[config.mk]
export PLATFORM = sky130hd
export DESIGN_NAME = led_activity_array
export DESIGN_NICKNAME = d
export VERILOG_FILES = /design/src/rtl/led_pkg.sv /design/src/rtl/led_activity_channel.sv /design/src/rtl/led_activity_array.sv
export SDC_FILE = /design/constraint.sdc
export NUM_CORES = 1
export LEC_CHECK = 0
export CORE_MARGIN = 2
export CORE_UTILIZATION = 47
export CTS_CLUSTER_SIZE = 8
export DETAILED_ROUTE_END_ITERATION = 12
export GPL_TIMING_DRIVEN = 0
export PLACE_DENSITY = 0.75
export SLEW_MARGIN = 10
export SYNTH_ARGS = -nofsm -noshare
export SYNTH_HDL_FRONTEND = slang
export SYNTH_SLANG_ARGS = --single-unit
[constraint.sdc]
create_clock -name clk -period 1.81 [get_ports clk]
set_input_delay 0.362 -clock clk [delete_from_list [all_inputs] [get_ports clk]]
set_output_delay 0.362 -clock clk [all_outputs]
set_load 0.02 [all_outputs]
[src/rtl/led_pkg.sv]
// Shared mode encodings and width helper for the port LED activity driver.
package led_pkg;

  localparam logic [1:0] LED_MODE_ACT    = 2'b00;
  localparam logic [1:0] LED_MODE_OFF    = 2'b01;
  localparam logic [1:0] LED_MODE_ON     = 2'b10;
  localparam logic [1:0] LED_MODE_LOCATE = 2'b11;

  // Counter width for a range of n values, never narrower than one bit.
  function automatic int cnt_width(input int n);
    return (n > 1) ? $clog2(n) : 1;
  endfunction

endpackage

[src/rtl/led_activity_channel.sv]
// One activity LED channel: latches events and darkens the LED for
// HOLD_PERIODS blink high-phases, aligned to the shared blink strobes.
module led_activity_channel
  import led_pkg::*;
#(
  parameter int HOLD_PERIODS = 1
) (
  input  logic clk,
  input  logic rst,
  input  logic link,
  input  logic evt,
  input  logic rise_stb,
  input  logic fall_stb,
  output logic dark
);

  localparam int HOLD_W = cnt_width(HOLD_PERIODS + 1);
  localparam logic [HOLD_W-1:0] HOLD_INIT = HOLD_W'(HOLD_PERIODS - 1);

  logic              pending;
  logic [HOLD_W-1:0] hold_cnt;

  always_ff @(posedge clk) begin
    if (rst || !link) begin
      pending  <= 1'b0;
      hold_cnt <= '0;
      dark     <= 1'b0;
    end else begin
      if (evt) pending <= 1'b1;
      if (rise_stb) begin
        if (pending) begin
          dark     <= 1'b1;
          hold_cnt <= HOLD_INIT;
        end else if (hold_cnt != '0) begin
          dark     <= 1'b1;
          hold_cnt <= hold_cnt - 1'b1;
        end
        // An event coinciding with the rise is deferred to the next period.
        if (!evt) pending <= 1'b0;
      end
      if (fall_stb) dark <= 1'b0;
    end
  end

endmodule

[src/rtl/led_activity_array.sv]
// Multi-port TX/RX activity LED driver with internal blink prescaler and
// per-port mode override (activity / off / on / locate).
module led_activity_array
  import led_pkg::*;
#(
  parameter int NUM_PORTS         = 4,
  parameter int BLINK_HALF_CYCLES = 6250000,
  parameter int HOLD_PERIODS      = 1
) (
  input  logic                   clk,
  input  logic                   rst,
  input  logic [NUM_PORTS-1:0]   has_link,
  input  logic [NUM_PORTS-1:0]   on_frame_sent,
  input  logic [NUM_PORTS-1:0]   on_frame_received,
  input  logic [2*NUM_PORTS-1:0] mode,
  output logic [2*NUM_PORTS-1:0] led,
  output logic                   blink_out
);

  localparam int CNT_W = cnt_width(BLINK_HALF_CYCLES);
  localparam logic [CNT_W-1:0] CNT_LAST = CNT_W'(BLINK_HALF_CYCLES - 1);

  logic [CNT_W-1:0]       cnt;
  logic                   phase;
  logic                   tc;
  logic                   rise_stb;
  logic                   fall_stb;
  logic [2*NUM_PORTS-1:0] dark;

  assign tc       = (cnt == CNT_LAST);
  // Strobes mark the cycle whose closing edge flips the phase, so channel
  // darkening lines up exactly with the high phase.
  assign rise_stb = tc & ~phase;
  assign fall_stb = tc & phase;
  assign blink_out = phase;

  always_ff @(posedge clk) begin
    if (rst) begin
      cnt   <= '0;
      phase <= 1'b0;
    end else if (tc) begin
      cnt   <= '0;
      phase <= ~phase;
    end else begin
      cnt <= cnt + 1'b1;
    end
  end

  for (genvar c = 0; c < 2*NUM_PORTS; c++) begin : g_ch
    led_activity_channel #(
      .HOLD_PERIODS(HOLD_PERIODS)
    ) u_ch (
      .clk     (clk),
      .rst     (rst),
      .link    (has_link[c/2]),
      .evt     ((c % 2 == 0) ? on_frame_sent[c/2] : on_frame_received[c/2]),
      .rise_stb(rise_stb),
      .fall_stb(fall_stb),
      .dark    (dark[c])
    );
  end

  always_comb begin
    led = '0;
    for (int p = 0; p < NUM_PORTS; p++) begin
      case (mode[2*p +: 2])
        LED_MODE_ACT: led[2*p +: 2] = {2{has_link[p]}} & ~dark[2*p +: 2];
        LED_MODE_OFF: led[2*p +: 2] = 2'b00;
        LED_MODE_ON:  led[2*p +: 2] = 2'b11;
        default:      led[2*p +: 2] = {2{phase}};
      endcase
    end
  end

endmodule

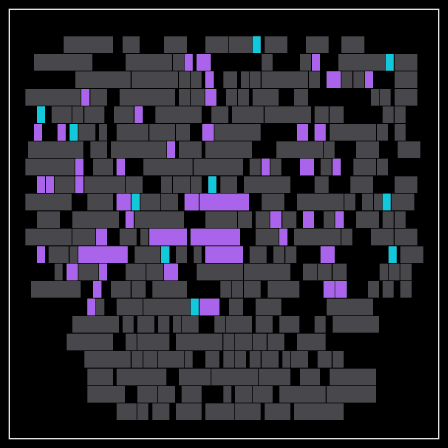
run_1/gates.png
Key: inv cells = cyan [cells 10, most used inv_1]; nor cells = purple [cells 46, most used nor2_1]

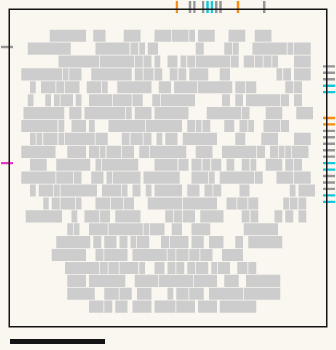
run_1/pinout.png
Bar = 20 µm. Pins as bars across the die edge, other pins in grey.
Key: on_frame_sent = orange [pins 4, direction input, edge 2 right, 2 top]; led = cyan [pins 8, direction output, edge 6 right, 2 top]; rst = magenta [pins 1, direction input, edge left]
All pins by edge: 19 right, 10 top, 2 left.

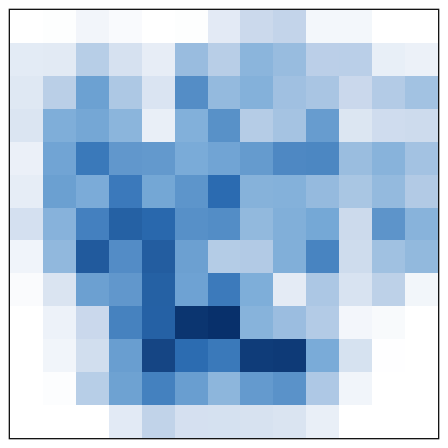
run_1/route_heat.png
The die is cut into 13 by 13 equal tiles; white is low, dark blue is high, scaled to the fullest tile. Values are wire area over tile area, all layers added.
The mean over all tiles is 0.17. The emptiest ninth of the die: lower right. The fullest tile reaches 0.49. 12% of the tiles are nearly empty. 30% of the tiles are over half the peak.

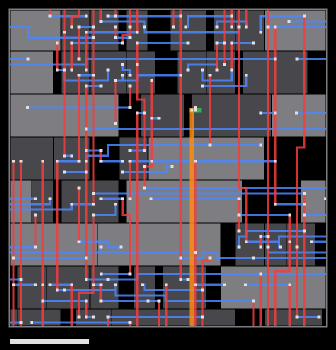
run_1/closeup.png
Bar = 5 µm. Region (23, 37) to (43, 57) µm. Cells in grey, sequential cells in the stronger grey; small squares are vias.
Key: M1 = blue; M3 = green; M4 = orange; M2 = red
Most frequent: o21ai_0 (5), dfxtp_1 (5). Netlist names of flops here include g_ch.u_ch.dark (3), g_ch.u_ch.pending (2). Sequential cells in the window: 7. 34 logic cells have their middle in the window.

==> design notes, run 1 <==
Logic depth along the worst register-to-register path is recorded as 6. The area share of the leading cell type in the synthesized netlist was 43.45%. Per the layout report, the design carries 10 non-clock inverters.

The total power of the final layout was 1.687 mW; the global-route wire length before repair was 8.017 mm. The number of multi-input combinational cells in the layout is 165. The tools report the number of buffers inserted for hold repair after clock tree synthesis as 0. The horizontal extent of the die was 66.62 µm.

With the relative contribution of sequential cells to total power at 53.6%, the final count of negative-setup-slack endpoints is 7. The gate-level netlist out of Yosys references 37 unique cell types. Worst path required time: 2.04 ns. With the number of filler cells placed in the layout at 294, the final worst slack is -0.09697 ns.

The run gives 0 for the yosys synthesis warning count. In the synthesized netlist the dominant register cell turns out to be sky130_fd_sc_hd__dfxtp_1. The number of maximum-capacitance violations recorded for the run is 0.

The run finished, with violations left. The tools report the type of destination of the critical path as a register. The switching power share of the total is 23.70%, and the combined buffer and inverter count along the critical path is 1. In this run the cell area of the synthesized design comes to 1843 µm². With the post-route clock period utilization at 105.4%, the area of all sequential standard cells is 829.5 µm².

For reference, the critical path is captured by cnt[22]. Per the log, the first TritonRoute iteration ended with a DRC count of 89. The cell sequence reported for the critical path is ha_4 -> nand3_4 -> or4_4 -> buf_6 -> or4_1 -> a21oi_1.

The post-synth register bit count is 40. The checks that failed: setup timing. Across the routed clock network, the largest skew measured is 0.01091 ns.

Post-CTS repair ended up resizing 49 cells. Leading area contributor after synthesis: sky130_fd_sc_hd__dfxtp_1. The logs give 70.61% for the relative slew slack and 222 for the post-synthesis cell count from yosys. All stages included, the depth of the critical timing path comes to 6. The final cell utilization of the core was 69.26%.
[run 1: power groups by stage]
stage | clock [mW] | sequential [mW] | combinational [mW]
after floorplan | 0 | 0.925 | 0.0698
after global placement | 0 | 0.928 | 0.154
after detailed placement | 0 | 0.928 | 0.157
after CTS | 0.620 | 0.904 | 0.164
after global routing | 0.660 | 0.906 | 0.179
final | 0.620 | 0.904 | 0.162
[run 1: state kept, by name (all words and copies together) (netlist names)]
register           count
cnt                   23
blink_out              1
g_ch.u_ch.dark         8
g_ch.u_ch.pending      8
[run 1: kinds of logic (layout without fill, tap and decap cells)]
group,Yosys count,after routing,synth area share [%]
AND/OR/NAND/NOR,93,93,28.85
AND-OR/OR-AND,61,61,18.53
flip-flops,40,40,43.45
buffers and inverters,17,67,3.734
XOR/XNOR,10,10,4.753
adder cells (fa/ha/maj),1,1,0.6788
[run 1: cells in the final DEF, fill, tap and decap left out, types with 7 or more instances in the layout]
cell,Yosys,routed
sky130_fd_sc_hd__dfxtp_1,40,27
sky130_fd_sc_hd__nor2_1,23,23
sky130_fd_sc_hd__clkdlybuf4s50_1,0,22
sky130_fd_sc_hd__o21ai_0,25,20
sky130_fd_sc_hd__a21oi_1,19,14
sky130_fd_sc_hd__nand2_1,12,12
sky130_fd_sc_hd__buf_4,0,12
sky130_fd_sc_hd__inv_1,10,10
sky130_fd_sc_hd__nor3_1,10,10
sky130_fd_sc_hd__xnor2_1,9,8
sky130_fd_sc_hd__a31oi_1,8,8
sky130_fd_sc_hd__dfxtp_2,0,8
sky130_fd_sc_hd__nand3_1,8,7
[run 1: routing by layer]
layer	GRT usage [%]	wire (µm)
met5	0	0
met3	4.054	252
met4	10.97	91
met1	30.82	2198
met2	38.75	2320
## Run 2: what changed since run 1
CORE_MARGIN = 10   (was 2)
CTS_CLUSTER_DIAMETER = 80   (was unset)
GPL_TIMING_DRIVEN = unset   (was 0)
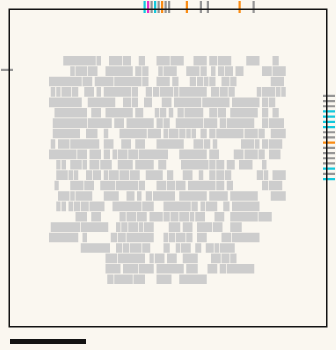
run_2/pinout.png
Bar = 20 µm. Pins as bars across the die edge, other pins in grey.
Key: led = cyan [pins 8, direction output, edge 6 right, 2 top]; on_frame_sent = orange [pins 4, direction input, edge 3 top, 1 right]; rst = magenta [pins 1, direction input, edge top]

==> run 2 against run 1 <==
  * The run still ends with setup timing left
  * Clock skew is 0.0051 ns lower
  * Critical path depth is 1 lower
  * Setup slack better by 0.095 ns
  * Sequential power about the same
  * First-iteration DRC count increased by 12%
  * Routed wire length increased by 1.1%
  * Global-route usage down 9.2 points
  * Cell count rose by 5.3%
  * Count of clock-buffer cells in the layout is the same
  * Total power down 3.2%
  * Fmax increased by 5.2%
  * Highest routed layer unchanged
==> design notes, run 2 <==
The flow ran to the end, but the final reports show violations. The final reports fail on setup timing. The register with the most flip-flops in the layout has 23 of them.

The run gives 0 for the number of antenna cells inserted. After synthesis the cells add up to 1843 µm². Global routing consumed, on the met3 layer, 3.888% of the routing resources. The first routing iteration left 100 violations. The timing report notes that buffer and inverter cells on the critical path total 0. The horizontal extent of the die works out to 82.62 µm. The run gives 0 as the yosys synthesis warning count. For this run, the share of the core covered by cells in the final layout is 71.41%. Counting flops and latches in the post-synthesis netlist gives 40.

The layout has 286 filler cells. Per STA, the worst path is made up of ha_4 -> nand3_4 -> or4_4 -> or4_1 -> a21oi_1. Per the synthesis report, the number of distinct cell types is 37. The detailed router put a total of 2.133 mm of wire on met1. On the final layout, the worst clock skew is 0.005858 ns. met1 track demand over resource after global routing is 17.92%.

The first global-routing pass estimated 7.803 mm of wire. met2 track demand over resource after global routing is 23.87%. The number of buffers inserted for hold repair after clock tree synthesis was 0.

The leading register cell type out of synthesis is sky130_fd_sc_hd__dfxtp_1. The final critical path takes up 100.1% of the cycle. In the global route stage, overall resource usage came out at 14.65%. The top cell family by delay on the critical path is simple AND/OR/NAND/NOR gates.

The number of violations of the max-capacitance limit is 0, and the number of port buffers is 30. For the final count of negative-setup-slack endpoints, the log shows 1. Final worst slack: -0.002131 ns. With the total power of the final layout at 1.633 mW, the area share of the leading cell type in the synthesized netlist is 43.45%.

After detailed routing, the met2 layer carries 2.386 mm of wire. Setup repair after global routing could not meet its margin everywhere. The tools report the type of destination of the critical path as a register.

For the worst-skew pair, the clock arrives at the later sink with an insertion delay of 0.29 ns. The synthesized netlist was found by Yosys to have 222 cells. According to the floorplan report, the die height is 82.62 µm. Yosys attributes the largest share of cell area to sky130_fd_sc_hd__dfxtp_1, sky130_fd_sc_hd__o21ai_0, sky130_fd_sc_hd__a21oi_1. Per the synthesis report, the dominant area consumer among library cells is sky130_fd_sc_hd__dfxtp_1. The most heavily used metal layer in global routing is met2.

The required time at the worst endpoint is listed as 2.04 ns. The largest register by flop count is cnt. The detailed router reports a met3 wire length of 304 µm. The relative slew slack is 79.05%.

The clock tree synthesis step divided the H-tree into 2 levels. By instance count after routing, the leading logic cell types are sky130_fd_sc_hd__dfxtp_1, sky130_fd_sc_hd__buf_4, sky130_fd_sc_hd__nor2_1, sky130_fd_sc_hd__o21ai_0, sky130_fd_sc_hd__clkdlybuf4s50_1. Signal nets in the final route climb as high as met4. The largest registers in the layout are cnt x23, g_ch.u_ch.dark x8, g_ch.u_ch.pending x8. Across all hold checks on the routed design, the worst slack comes to 0.4964 ns.
## run 2: netlist changes by cell type in the layout (fill, tap and decap cells not counted), sizes merged
cell	before	now
buf	19	35
or4	9	10
clkinvlp	1	0
clkdlybuf4s15	1	4
clkdlybuf4s50	22	21
clkbuf	14	11
dlygate4sd2	0	1
clkinv	0	1
## run 2: logic make-up after synthesis
family | count (synthesis) | synth area share [%]
simple gates | 93 | 28.85
compound gates | 61 | 18.53
flops | 40 | 43.45
buf+inv | 17 | 3.734
xor+xnor | 10 | 4.753
fa+ha+maj | 1 | 0.6788
## run 2: area by class of cell
class | count | area [µm²] | share of cell area, %
Timing Repair Buffer | 65 | 565.5 | 21.31
Clock inverter | 1 | 5.005 | 0.1886
Tap cell | 48 | 60.06 | 2.263
Sequential cell | 40 | 820.8 | 30.93
Multi-Input combinational cell | 166 | 1089 | 41.02
Clock buffer | 7 | 76.32 | 2.876
Inverter | 10 | 37.54 | 1.414
## run 2: final timing paths
| path | startpoint | end | slack [ns] | cells after the start |
|---|---|---|---|---|
| max reg2reg | cnt[0] | cnt[20] | -0.002 | 5 |
| min | cnt[15] | cnt[15] | 0.50 | 2 |
| max | cnt[0] | cnt[20] | -0.002 | 5 |
| min reg2reg | cnt[15] | cnt[15] | 0.50 | 2 |
## run 2: where the power goes
| group | switching, mW | internal, mW | total, mW |
|---|---|---|---|
| logic | 0.0774 | 0.0924 | 0.170 |
| registers | 0.0139 | 0.892 | 0.906 |
| clock network | 0.287 | 0.270 | 0.557 |
| total | 0.378 | 1.25 | 1.63 |
## run 2: repair_timing
item                                    CTS  global route
pin swaps                                 3             4
gates resized                            29            29
gates cloned                              1             0
endpoints found under the setup margin   14            30
buffers inserted                          0             3
run_2/gates.png
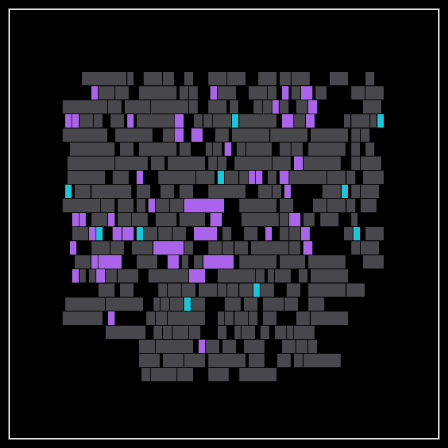

## Run 3: what changed since run 2
CORE_UTILIZATION = 54   (was 47)
CTS_BUF_LIST = sky130_fd_sc_hd__clkbuf_4   (was unset)
CTS_CLUSTER_SIZE = 25   (was 8)
PLACE_DENSITY = 0.81   (was 0.75)
clock period = 1.95 ns   (was 1.81 ns; I/O delays follow)
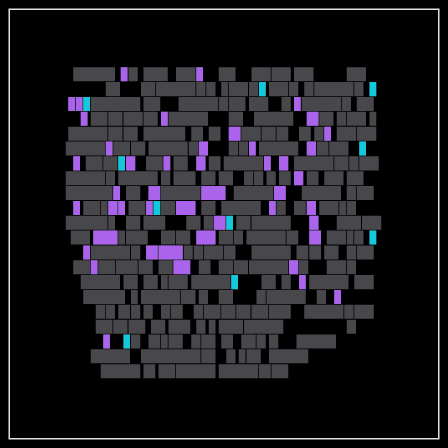
run_3/gates.png
Key: inv cells = cyan [cells 10, most used inv_1]; nor cells = purple [cells 46, most used nor2_1]

==> run 3 against run 2 <==
  * Critical path type unchanged
  * Flip-flop count stayed put
  * Count of clock-buffer cells in the layout is 1 lower
  * Highest routed layer unchanged
  * Global-route usage hardly changed
  * Clock skew is 0.0052 ns higher
  * The run now ends clean
  * Sequential power is 7.1% lower
  * Synthesized area stayed put
  * Via count is 2.3% lower
==> design notes, run 3 <==
Measured against its own limit, the worst slew margin works out to 72.83%. Simple-gate share of the synthesized area: 28.85%. The first global-routing pass estimated 7.569 mm of wire.

In the final layout, the registers with the most flip-flops are cnt x23, g_ch.u_ch.dark x8, g_ch.u_ch.pending x8. The run gives 24.10% as the met2 capacity usage during global routing. Area share of xor/xnor cells in the synthesized design: 4.752%. For the worst setup path, the data required time is 2.24 ns. The run gives 43.45% for the area share of the leading cell type in the synthesized netlist.

In this run, the synthesized area fraction spent on AND-OR/OR-AND gates is recorded as 18.53%. Leading register cell type out of synthesis: sky130_fd_sc_hd__dfxtp_1. The level count of the clock H-tree is 2.

The run gives 37 for the count of cell types in the netlist. The number of port buffers is 30. The horizontal extent of the die was 78.42 µm. For the worst-skew pair, the clock arrives at the later sink with an insertion delay of 0.35 ns. For the final database, setup skew stands at 0.01102 ns. For reference, the mux area share after synthesis is 0%.

The tools report the yosys synthesis warning count as 0. In the global route stage, overall resource usage came out at 14.68%. The run finished with clean final reports. The leading area contributor after synthesis is sky130_fd_sc_hd__dfxtp_1. The largest register by flop count is cnt. After layout, the design draws a total of 1.543 mW. The post-route clock period utilization came out at 98.08%. Counting only logic cells after layout, the most numerous master is sky130_fd_sc_hd__dfxtp_1.

The first routing iteration left 138 violations. In this run, synthesis produced a sequential element count of 40. The worst setup path is captured at a register. In the layout the commonest cells are sky130_fd_sc_hd__dfxtp_1, sky130_fd_sc_hd__buf_4, sky130_fd_sc_hd__nor2_1, sky130_fd_sc_hd__o21ai_0, sky130_fd_sc_hd__clkdlybuf4s50_1.

Setup repair after global routing could not meet its margin everywhere. The post-synthesis cell count from yosys came out at 222. From bottom edge to top edge, the die measures 78.42 µm.
run 3: path summary, 6_finish.rpt:
| check | start | to | slack (ns) | depth (start not counted) |
|---|---|---|---|---|
| hold reg to reg | cnt[20] | cnt[20] | 0.50 | 2 |
| hold / removal | cnt[20] | cnt[20] | 0.50 | 2 |
| setup reg to reg | cnt[1] | cnt[17] | 0.04 | 5 |
| setup / recovery | cnt[1] | cnt[17] | 0.04 | 5 |
run 3: routing by layer:
metal | share of wire [%] | vias up
met2 | 47 | 45
met5 | 0 | -
met4 | 1.8 | 0
li1 | - | 916
met1 | 45 | 842
met3 | 5.3 | 8
run 3: final cells by class:
cell class / instances / area, µm²
Sequential cell: 40 / 809.5
Tap cell: 46 / 57.56
Clock buffer: 6 / 45.04
Multi-Input combinational cell: 165 / 1020
Clock inverter: 2 / 35.03
Inverter: 10 / 37.54
Timing Repair Buffer: 57 / 509.2
Fill cell: 260 / 797.0
run 3: worst max-delay path: stages, from the launching register on:
cell and delay, ns:
sky130_fd_sc_hd__dfxtp_2 0.37, sky130_fd_sc_hd__buf_4 0.12, sky130_fd_sc_hd__nand4_2 0.14, sky130_fd_sc_hd__or4_4 0.59, sky130_fd_sc_hd__or4_4 0.50, sky130_fd_sc_hd__a21oi_2 0.13
run 3: through the flow:
step                utilization, %  hold slack, ns  setup slack (ns)
finish                       75.93          0.5005           0.03742
global route                 75.93          0.5351          -0.01695
CTS                          74.19          0.4533          0.007794
global placement             71.92          0.4294           -0.1639
floorplan                        -          0.4196           0.01622
detailed placement           71.92          0.4346           -0.1985
run 3: timing repair:
item	4_1_cts	5_1_grt
setup endpoints to repair	15	24
buffers inserted	0	1
pin swaps	0	3
resized	10	22
run 3: where the power goes:
group          switching, mW  internal, mW
combinational         0.0687        0.0826
clock                  0.267         0.283
sequential            0.0113         0.831
total                  0.347          1.20
Power figures rest on the tool's default switching activity, not on a simulated workload.
